==> config.mk <==
export PLATFORM = sky130hd
export DESIGN_NAME = fft_bitrev_reorder_flat
export DESIGN_NICKNAME = d
export VERILOG_FILES = /design/src/rtl/fft_bitrev_reorder_if.sv /design/src/rtl/fft_bitrev_reorder.sv /design/src/flat_wrapper.sv
export SDC_FILE = /design/constraint.sdc
export NUM_CORES = 1
export LEC_CHECK = 0
export ABC_AREA = 1
export CAP_MARGIN = 20
export CORE_ASPECT_RATIO = 2
export CORE_MARGIN = 2
export CORE_UTILIZATION = 28
export CTS_CLUSTER_DIAMETER = 50
export DETAILED_ROUTE_END_ITERATION = 8
export GPL_TIMING_DRIVEN = 0
export PLACE_DENSITY = 0.47
export SLEW_MARGIN = 40
export SYNTH_ARGS = -nofsm -noshare
export SYNTH_HDL_FRONTEND = slang
export SYNTH_SLANG_ARGS = --single-unit
==> constraint.sdc <==
create_clock -name clk -period 4.42 [get_ports clk]
set_clock_uncertainty 0.05 [all_clocks]
set_input_delay 0.663 -clock clk [delete_from_list [all_inputs] [get_ports clk]]
set_output_delay 0.663 -clock clk [all_outputs]
set_load 0.02 [all_outputs]
==> src/rtl/fft_bitrev_reorder_if.sv <==
// fft_bitrev_reorder_if: bit-reversed sample input and natural-order output stream bundle.
interface fft_bitrev_reorder_if #(parameter int width = 12);
    logic signed [width-1:0] R_in, I_in, out_re, out_im;
    logic in_valid, in_start, in_ready, out_valid, out_last, out_ready, ovf;
    modport master (
        output R_in, I_in, in_valid, in_start, out_ready,
        input  in_ready, out_re, out_im, out_valid, out_last, ovf
    );
    modport slave (
        input  R_in, I_in, in_valid, in_start, out_ready,
        output in_ready, out_re, out_im, out_valid, out_last, ovf
    );
endinterface

==> src/rtl/fft_bitrev_reorder.sv <==
// fft_bitrev_reorder: ping-pong buffer turning bit-reversed FFT frames into natural order.
module fft_bitrev_reorder #(
    parameter int width = 12,
    parameter int N = 8,
    localparam int log_n = $clog2(N)
) (
    input logic clk,
    input logic rst_n,
    fft_bitrev_reorder_if.slave bus
);
    localparam logic [log_n-1:0] last = log_n'(N - 1);
    function automatic logic [log_n-1:0] bitrev(input logic [log_n-1:0] a);
        logic [log_n-1:0] r;
        for (int i = 0; i < log_n; i++) r[i] = a[log_n-1-i];
        return r;
    endfunction
    logic [2*width-1:0] mem [2][N];
    logic [log_n-1:0] wr_cnt, rd_cnt, idx;
    logic [1:0] full;
    logic wb, rb, acc, load;
    assign bus.in_ready = !full[wb];
    assign acc = bus.in_valid && bus.in_ready;
    assign idx = bus.in_start ? '0 : wr_cnt;
    assign load = full[rb] && (!bus.out_valid || bus.out_ready);
    always_ff @(posedge clk)
        if (acc) mem[wb][bitrev(idx)] <= {bus.R_in, bus.I_in};
    // write and read banks never coincide while both are active, so full bits never collide
    always_ff @(posedge clk or negedge rst_n) begin
        if (!rst_n) begin
            wr_cnt        <= '0;
            rd_cnt        <= '0;
            wb            <= 1'b0;
            rb            <= 1'b0;
            full          <= '0;
            bus.out_valid <= 1'b0;
            bus.out_re    <= '0;
            bus.out_im    <= '0;
            bus.out_last  <= 1'b0;
            bus.ovf       <= 1'b0;
        end else begin
            if (acc) begin
                if (idx == last) begin
                    full[wb] <= 1'b1;
                    wb       <= ~wb;
                    wr_cnt   <= '0;
                end else begin
                    wr_cnt <= idx + 1'b1;
                end
            end else if (bus.in_valid) begin
                bus.ovf <= 1'b1;
            end
            if (load) begin
                {bus.out_re, bus.out_im} <= mem[rb][rd_cnt];
                bus.out_last  <= rd_cnt == last;
                bus.out_valid <= 1'b1;
                if (rd_cnt == last) begin
                    full[rb] <= 1'b0;
                    rb       <= ~rb;
                    rd_cnt   <= '0;
                end else begin
                    rd_cnt <= rd_cnt + 1'b1;
                end
            end else if (bus.out_valid && bus.out_ready) begin
                bus.out_valid <= 1'b0;
            end
        end
    end
endmodule

==> src/flat_wrapper.sv <==
// flat-port wrapper written by rule: the top's interface ports become plain ports
module fft_bitrev_reorder_flat 
#(
    parameter int width = 12,
    parameter int N = 8,
    localparam int log_n = $clog2(N)
)
  (clk, rst_n, bus_R_in, bus_I_in, bus_in_valid, bus_in_start, bus_out_ready, bus_in_ready, bus_out_re, bus_out_im, bus_out_valid, bus_out_last, bus_ovf);
  fft_bitrev_reorder_if #(.width(width)) bus_i ();
  input logic clk;
  input logic rst_n;
  input wire logic [$bits(bus_i.R_in)-1:0] bus_R_in;
  input wire logic [$bits(bus_i.I_in)-1:0] bus_I_in;
  input wire logic [$bits(bus_i.in_valid)-1:0] bus_in_valid;
  input wire logic [$bits(bus_i.in_start)-1:0] bus_in_start;
  input wire logic [$bits(bus_i.out_ready)-1:0] bus_out_ready;
  output wire logic [$bits(bus_i.in_ready)-1:0] bus_in_ready;
  output wire logic [$bits(bus_i.out_re)-1:0] bus_out_re;
  output wire logic [$bits(bus_i.out_im)-1:0] bus_out_im;
  output wire logic [$bits(bus_i.out_valid)-1:0] bus_out_valid;
  output wire logic [$bits(bus_i.out_last)-1:0] bus_out_last;
  output wire logic [$bits(bus_i.ovf)-1:0] bus_ovf;
  assign bus_i.R_in = bus_R_in;
  assign bus_i.I_in = bus_I_in;
  assign bus_i.in_valid = bus_in_valid;
  assign bus_i.in_start = bus_in_start;
  assign bus_i.out_ready = bus_out_ready;
  assign bus_in_ready = bus_i.in_ready;
  assign bus_out_re = bus_i.out_re;
  assign bus_out_im = bus_i.out_im;
  assign bus_out_valid = bus_i.out_valid;
  assign bus_out_last = bus_i.out_last;
  assign bus_ovf = bus_i.ovf;
  fft_bitrev_reorder #(.width(width), .N(N)) u_core (.clk(clk), .rst_n(rst_n), .bus(bus_i));
endmodule
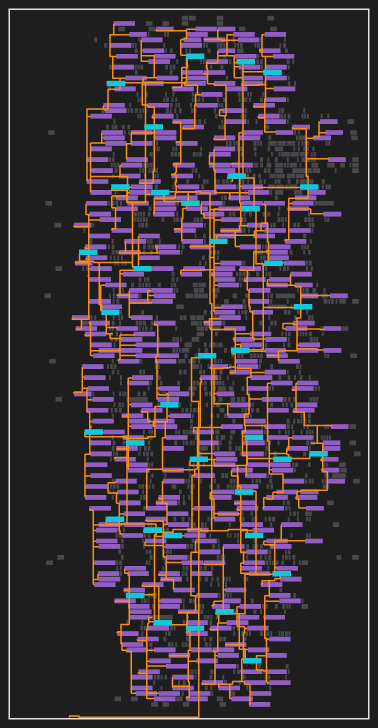
*Clock distribution*
flip-flops -> purple  # count 421
cells driving clock nets -> cyan  # count 37
clock wires -> orange  # length 5270 um
routed clock nets = 38
worst skew pair latency: 550 ps
clock-net power: 3.12 mW

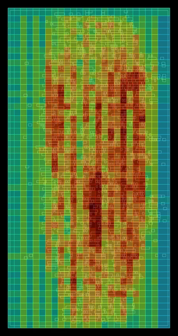
*Routing congestion*
gr busiest metal: met2
met3 usage: 0.02137
per-cell routed wire length: 23.25 um
global-route usage over all layers: 0.1826

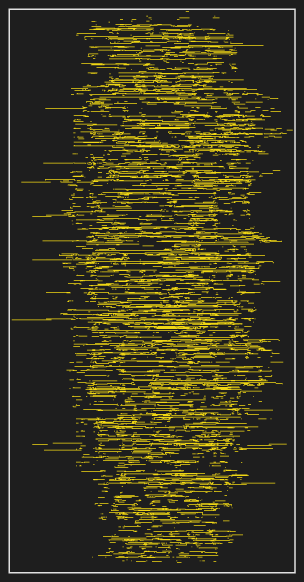
*The metal 1 layer*
share of all routed wire = 35%
nets with wire on the layer = 1567
longest straight run = 68.5 um
main direction = horizontal
vias: 11.67k
GR Util met1: 0.1935
final wirelength: 57.24 mm

==> flow_summary_export.csv <==
group,metric,value,unit
run_status,status,"completed",
final_layout,sh_seq_area,0.6070,
final_layout,n_clock_buffer,50,
die,die_h,353.6,um
setup_path,crit_start,"u_core.wb",
yosys,synthCells,1452,
final_layout,nonClockBufferCount,252,
yosys,ys_seq_frac,0.7282,
routing,final_antenna_net_count,0,
setup_path,slowest_delay,790,ps
yosys,synth-edff-count,384,
place,place_area,19410,sq um
setup_path,crit_type,"flip-flop to flip-flop",
die,die_w,178.8,um
place,io_buffers,56,
setup_path,cp-start-kind,"flip-flop",
pwr,vdd_drop_max,0.0003350,V
timing,finalSetupTns,0,ps
final_layout,seq_cells,421,
final_layout,nets,1694,
setup_path,worstPathBufferInverterCount,6,
timing,finalClockPeriodUsage,0.7080,
routing,vias_per_cell,4.738,
pwr,combPwrFrac,0.360,
die,fp_util,0.2818,
yosys,adder_share,0.005851,
final_layout,largest-register,"u_core.mem",
yosys,mux_area_frac,0,
routing,route.detailed.drc,0,
yosys,top_cells_by_area,"edfxtp_1 (67%), nand2_1 (13%), nand3_1 (8.5%), dfrtp_1 (5.4%), buf_6 (1.3%)",
final_layout,largest_class,"registers",
timing,grt_setup_unrepaired,"false",
yosys,synth-xor-area-share,0.001024,
pwr,cellLeakagePower,7.939,nW
worst_hold_path,min_path_cells,2,
timing,drv_slew,0,
final_layout,n_antenna_cell,0,
Power is estimated from default activity; no workload was simulated.
